File: config.mk
export PLATFORM = sky130hd
export DESIGN_NAME = sum_accum
export DESIGN_NICKNAME = d
export VERILOG_FILES = /design/src/rtl/sum_accum.sv
export SDC_FILE = /design/constraint.sdc
export NUM_CORES = 1
export LEC_CHECK = 0
export CAP_MARGIN = 10
export CELL_PAD_IN_SITES_DETAIL_PLACEMENT = 1
export CELL_PAD_IN_SITES_GLOBAL_PLACEMENT = 1
export CORE_UTILIZATION = 42
export DETAILED_ROUTE_END_ITERATION = 8
export PLACE_DENSITY = 0.87
export RECOVER_POWER = 50
export REMOVE_ABC_BUFFERS = 1
export SLEW_MARGIN = 20
export SYNTH_ARGS = -nofsm -noshare
export SYNTH_HDL_FRONTEND = slang
export SYNTH_SLANG_ARGS = --single-unit
File: constraint.sdc
create_clock -name clk -period 3.7 [get_ports clk]
set_input_delay 1.11 -clock clk [delete_from_list [all_inputs] [get_ports clk]]
set_output_delay 1.11 -clock clk [all_outputs]
set_load 0.02 [all_outputs]
File: src/rtl/sum_accum.sv
// sum_accum: block accumulator behind the ripple-adder array.
// Sums CNT consecutive (N+1)-bit adder results into an ACC_W-bit register
// and hands the block total (plus a sticky carry-out flag) downstream.
//
// Ports:
//   clk        rising-edge clock
//   rst        synchronous active-high reset
//   clear      synchronous abort of the current block (same effect as rst)
//   in_valid   in_sum is valid
//   in_ready   block can accept in_sum (depends on state only)
//   in_sum     unsigned adder result, N+1 bits
//   out_valid  block total available
//   out_ready  consumer takes the total
//   out_acc    block total modulo 2^ACC_W
//   out_ovf    a carry out of ACC_W occurred during this block
module sum_accum #(
  parameter int unsigned N     = 4,
  parameter int unsigned CNT   = 8,
  parameter int unsigned ACC_W = 8
) (
  input  logic             clk,
  input  logic             rst,
  input  logic             clear,
  input  logic             in_valid,
  output logic             in_ready,
  input  logic [N:0]       in_sum,
  output logic             out_valid,
  input  logic             out_ready,
  output logic [ACC_W-1:0] out_acc,
  output logic             out_ovf
);

  localparam int unsigned CNT_W = (CNT > 1) ? $clog2(CNT) : 1;
  localparam logic [CNT_W-1:0] CNT_LAST = CNT_W'(CNT - 1);

  // Reject parameter sets the accumulator cannot represent.
  generate
    if ((ACC_W < N + 1) || (CNT < 1)) begin : g_param_check
      $error("sum_accum: requires ACC_W >= N+1 and CNT >= 1");
    end
  endgenerate

  typedef enum logic {
    ST_ACCUM = 1'b0,
    ST_HOLD  = 1'b1
  } state_t;

  state_t           r_state;
  logic [ACC_W-1:0] r_acc;
  logic [CNT_W-1:0] r_cnt;
  logic             r_ovf;
  logic             r_in_ready;
  logic             r_out_valid;
  logic [ACC_W-1:0] r_out_acc;
  logic             r_out_ovf;

  logic [ACC_W:0]   w_sum;
  logic             w_accept;
  logic             w_last;

  // One extra bit captures the carry out of the ACC_W-bit add.
  assign w_sum    = {1'b0, r_acc} + (ACC_W + 1)'(in_sum);
  assign w_accept = in_valid & r_in_ready;
  assign w_last   = (r_cnt == CNT_LAST);

  // Block FSM: ACCUM collects CNT beats, HOLD presents the total until taken.
  always_ff @(posedge clk) begin
    if (rst || clear) begin
      r_state     <= ST_ACCUM;
      r_acc       <= '0;
      r_cnt       <= '0;
      r_ovf       <= 1'b0;
      r_in_ready  <= 1'b1;
      r_out_valid <= 1'b0;
      r_out_acc   <= '0;
      r_out_ovf   <= 1'b0;
    end else begin
      case (r_state)
        ST_ACCUM: begin
          if (w_accept) begin
            r_acc <= w_sum[ACC_W-1:0];
            r_ovf <= r_ovf | w_sum[ACC_W];
            if (w_last) begin
              // Final beat: publish the total directly from the adder result.
              r_cnt       <= '0;
              r_state     <= ST_HOLD;
              r_in_ready  <= 1'b0;
              r_out_valid <= 1'b1;
              r_out_acc   <= w_sum[ACC_W-1:0];
              r_out_ovf   <= r_ovf | w_sum[ACC_W];
            end else begin
              r_cnt <= r_cnt + CNT_W'(1);
            end
          end
        end
        ST_HOLD: begin
          // Handoff cycle accepts nothing; the next block starts one cycle later.
          if (out_ready) begin
            r_state     <= ST_ACCUM;
            r_acc       <= '0;
            r_ovf       <= 1'b0;
            r_in_ready  <= 1'b1;
            r_out_valid <= 1'b0;
          end
        end
      endcase
    end
  end

  assign in_ready  = r_in_ready;
  assign out_valid = r_out_valid;
  assign out_acc   = r_out_acc;
  assign out_ovf   = r_out_ovf;

endmodule

==> Flow_metrics.wiki <==
== Metrics ==
{| class="wikitable"
! Metric !! Value
|-
| Setup Slack @ Placement || 0.4977 ns
|-
| Result of the run || finished with violations
|-
| Multi-In Gates || 114
|-
| WL met1 || 1.453 mm
|-
| Number of synthesized flops with an enable pin || 0
|-
| Startpoint of the most critical hold path || out_acc[4]
|-
| Post-Route Utilization || 0.5343
|-
| Number of standard cells reported by yosys || 148
|-
| Clock tree from TritonCTS || built
|-
| Number of warnings in the stage logs || 25
|-
| Max Used Layer || met4
|-
| Critical path type || in -> reg
|-
| Maximum number of pins on one net before global-route repair || 20
|-
| Violated checks || design-rule violations
|-
| Non-Filler Cell Area, Final || 0.001499 sq mm
|-
| Final period demand of the worst path || 2.958 ns
|-
| Post-DP Area || 0.001456 sq mm
|-
| First-pass GRT wire length || 6.106 mm
|-
| Share of layout cells above drive strength 1 || 0.04878
|-
| FFs & Latches || 24
|-
| Floorplan utilization || 0.4496
|-
| Tap cells || 31
|-
| Clock Sinks || 24
|-
| Hold Crit Class || reg -> reg
|-
| Full die area || 0.003226 sq mm
|-
| Top class by area || logic gates
|-
| Number of post-CTS setup repair buffers || 0
|-
| Sw power || 125.9 uW
|-
| Buffers excl. clock || 20
|-
| Routability Congestion || 0.8137
|-
| Flop share of the area || 0.3205
|-
| Reg-to-reg setup timing slack || 1.66 ns
|-
| Relative area of non-clock buffer cells in the final design || 0.1336
|-
| Critical register-to-register path startpoint || in_ready
|-
| Port buffer count || 20
|-
| Die x size || 56.80 microns
|-
| Worst Slack Setup Final || 0.7420 ns
|-
| Initial antenna violation count || 0
|-
| CP Launch Type || input pin
|-
| Top-area cell type share of the netlist area || 0.3810
|-
| Total overflow reported by the global router || 0
|-
| Maximum root-to-sink buffer count || 2
|-
| Combinational logic power || 56.8 uW
|-
| CP max FO || 15
|-
| Die boundary height || 56.80 microns
|-
| Data required time of the critical path || 3.98 ns
|-
| Number of register bits inferred by synthesis || 24
|-
| Highest-power group || registers
|-
| Most common cell after layout, fill and taps aside || sky130_fd_sc_hd__dfxtp_1
|-
| Internal Dissipation || 394.7 uW
|-
| Via count of the first global-routing pass || 1284
|-
| Cell Pwr Density || 347.3 mW/mm^2
|-
| Count of TritonRoute iterations in the first routing pass || 6
|-
| Most common reg cell || sky130_fd_sc_hd__dfxtp_1
|-
| Yosys-reported design area after synthesis || 0.001261 sq mm
|-
| Cell with the most instances after synthesis || sky130_fd_sc_hd__dfxtp_1
|-
| Library cell with the largest summed area after synthesis || sky130_fd_sc_hd__dfxtp_1
|-
| Fill cells || 352
|-
| Via-to-Cell Ratio || 6.113
|-
| Headroom to the max-slew limit || 0.2641
|-
| Share of final layout cell area taken by clock buffers and inverters || 0.03506
|-
| Simple-gate share of the synthesized area || 0.2569
|-
| Post-route non-filler standard cell count || 195
|-
| Antenna Cells || 0
|-
| Number of DRC violations after detailed routing || 2
|-
| Synth-to-layout area growth || 18.85%
|}
## final timing paths
check / endpoint
setup / recovery: out_acc[3]
hold / removal: out_acc[4]
setup reg to reg: out_acc[3]
hold reg to reg: out_acc[4]
## state kept, by name (all words and copies together), names as in the netlist
name and flops:
in_ready 1, out_acc 8, out_ovf 1, out_valid 1
r_acc 8, r_cnt 3, r_ovf 1, r_state 1
## critical path, cell delays in order
cell and delay, ns:
sky130_fd_sc_hd__dlygate4sd3_1 0.60, sky130_fd_sc_hd__nand2_1 0.19, sky130_fd_sc_hd__nor2_1 0.66, sky130_fd_sc_hd__and2_4 0.38, sky130_fd_sc_hd__and3_1 0.18, sky130_fd_sc_hd__o21a_1 0.12
**Cells by drive strength**

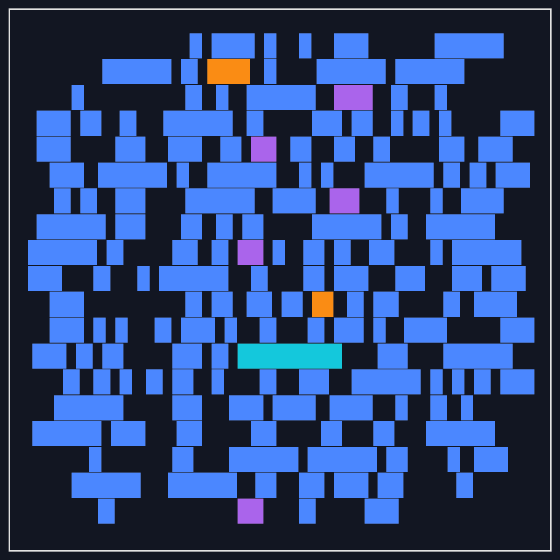
- cyan: _6 and larger (cells 1; share 0.61%)
- orange: _2 cells (cells 2; share 1.2%)
- blue: _0 and _1 cells (cells 156; share 95%)
- purple: _3 and _4 cells (cells 5; share 3.0%)

**Gate-type map**

The bar under the picture is 20 microns long.
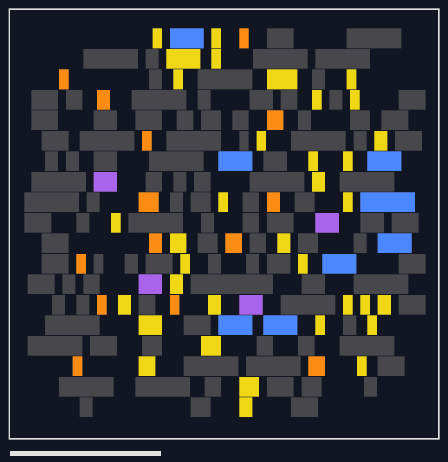
- purple: XOR/XNOR gates (cells 4)
- blue: adder and majority cells (cells 8; most used ha_1)
- orange: NOR gates (cells 14; most used nor2_1)
- yellow: NAND gates (cells 35; most used nand2_1)

**Routed clock nets over the placement**

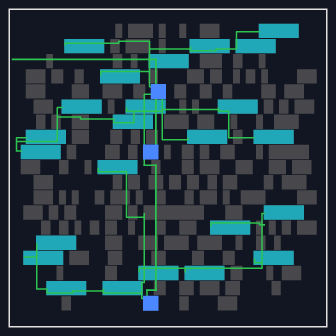
- green: clock wires (length 339 microns)
- blue: clock drivers (count 3)
- cyan: flip-flops (count 24)
- routed clock nets: 4
- flops lie: spread over the die
insertion delay at the late pin of the worst-skew pair: 0.33 ns
clock group total power: 200 uW
share of total power in the clock network: 0.384
Worst Clk Skew: 0.007544 ns

**M3 wires**

Cells faint in the background.
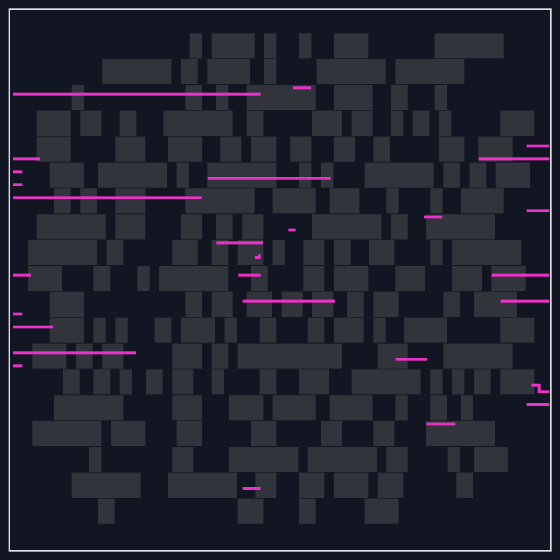
- main direction: horizontal
- nets with wire on the layer: 23
- wire length on this layer: 135 microns
- share of all routed wire: 3.9%
total number of vias: 1192
met3 Resource Use GR: 0.03226
overall routed net length: 3.446 mm

**Routing congestion**

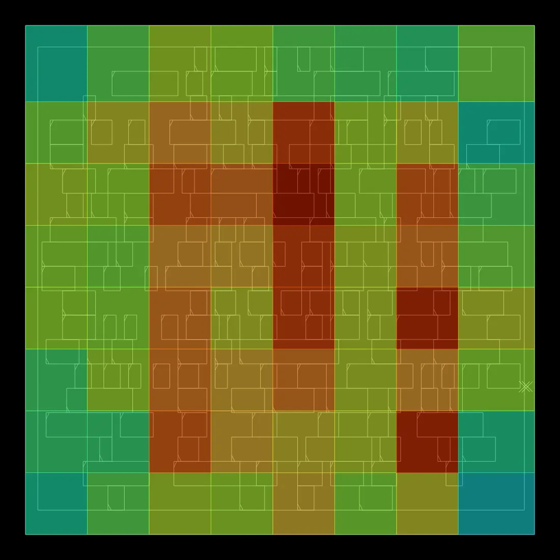
total global-route track usage: 0.2471
routing layer with the top usage in global route: met2

Power figures rest on the tool's default switching activity, not on a simulated workload.
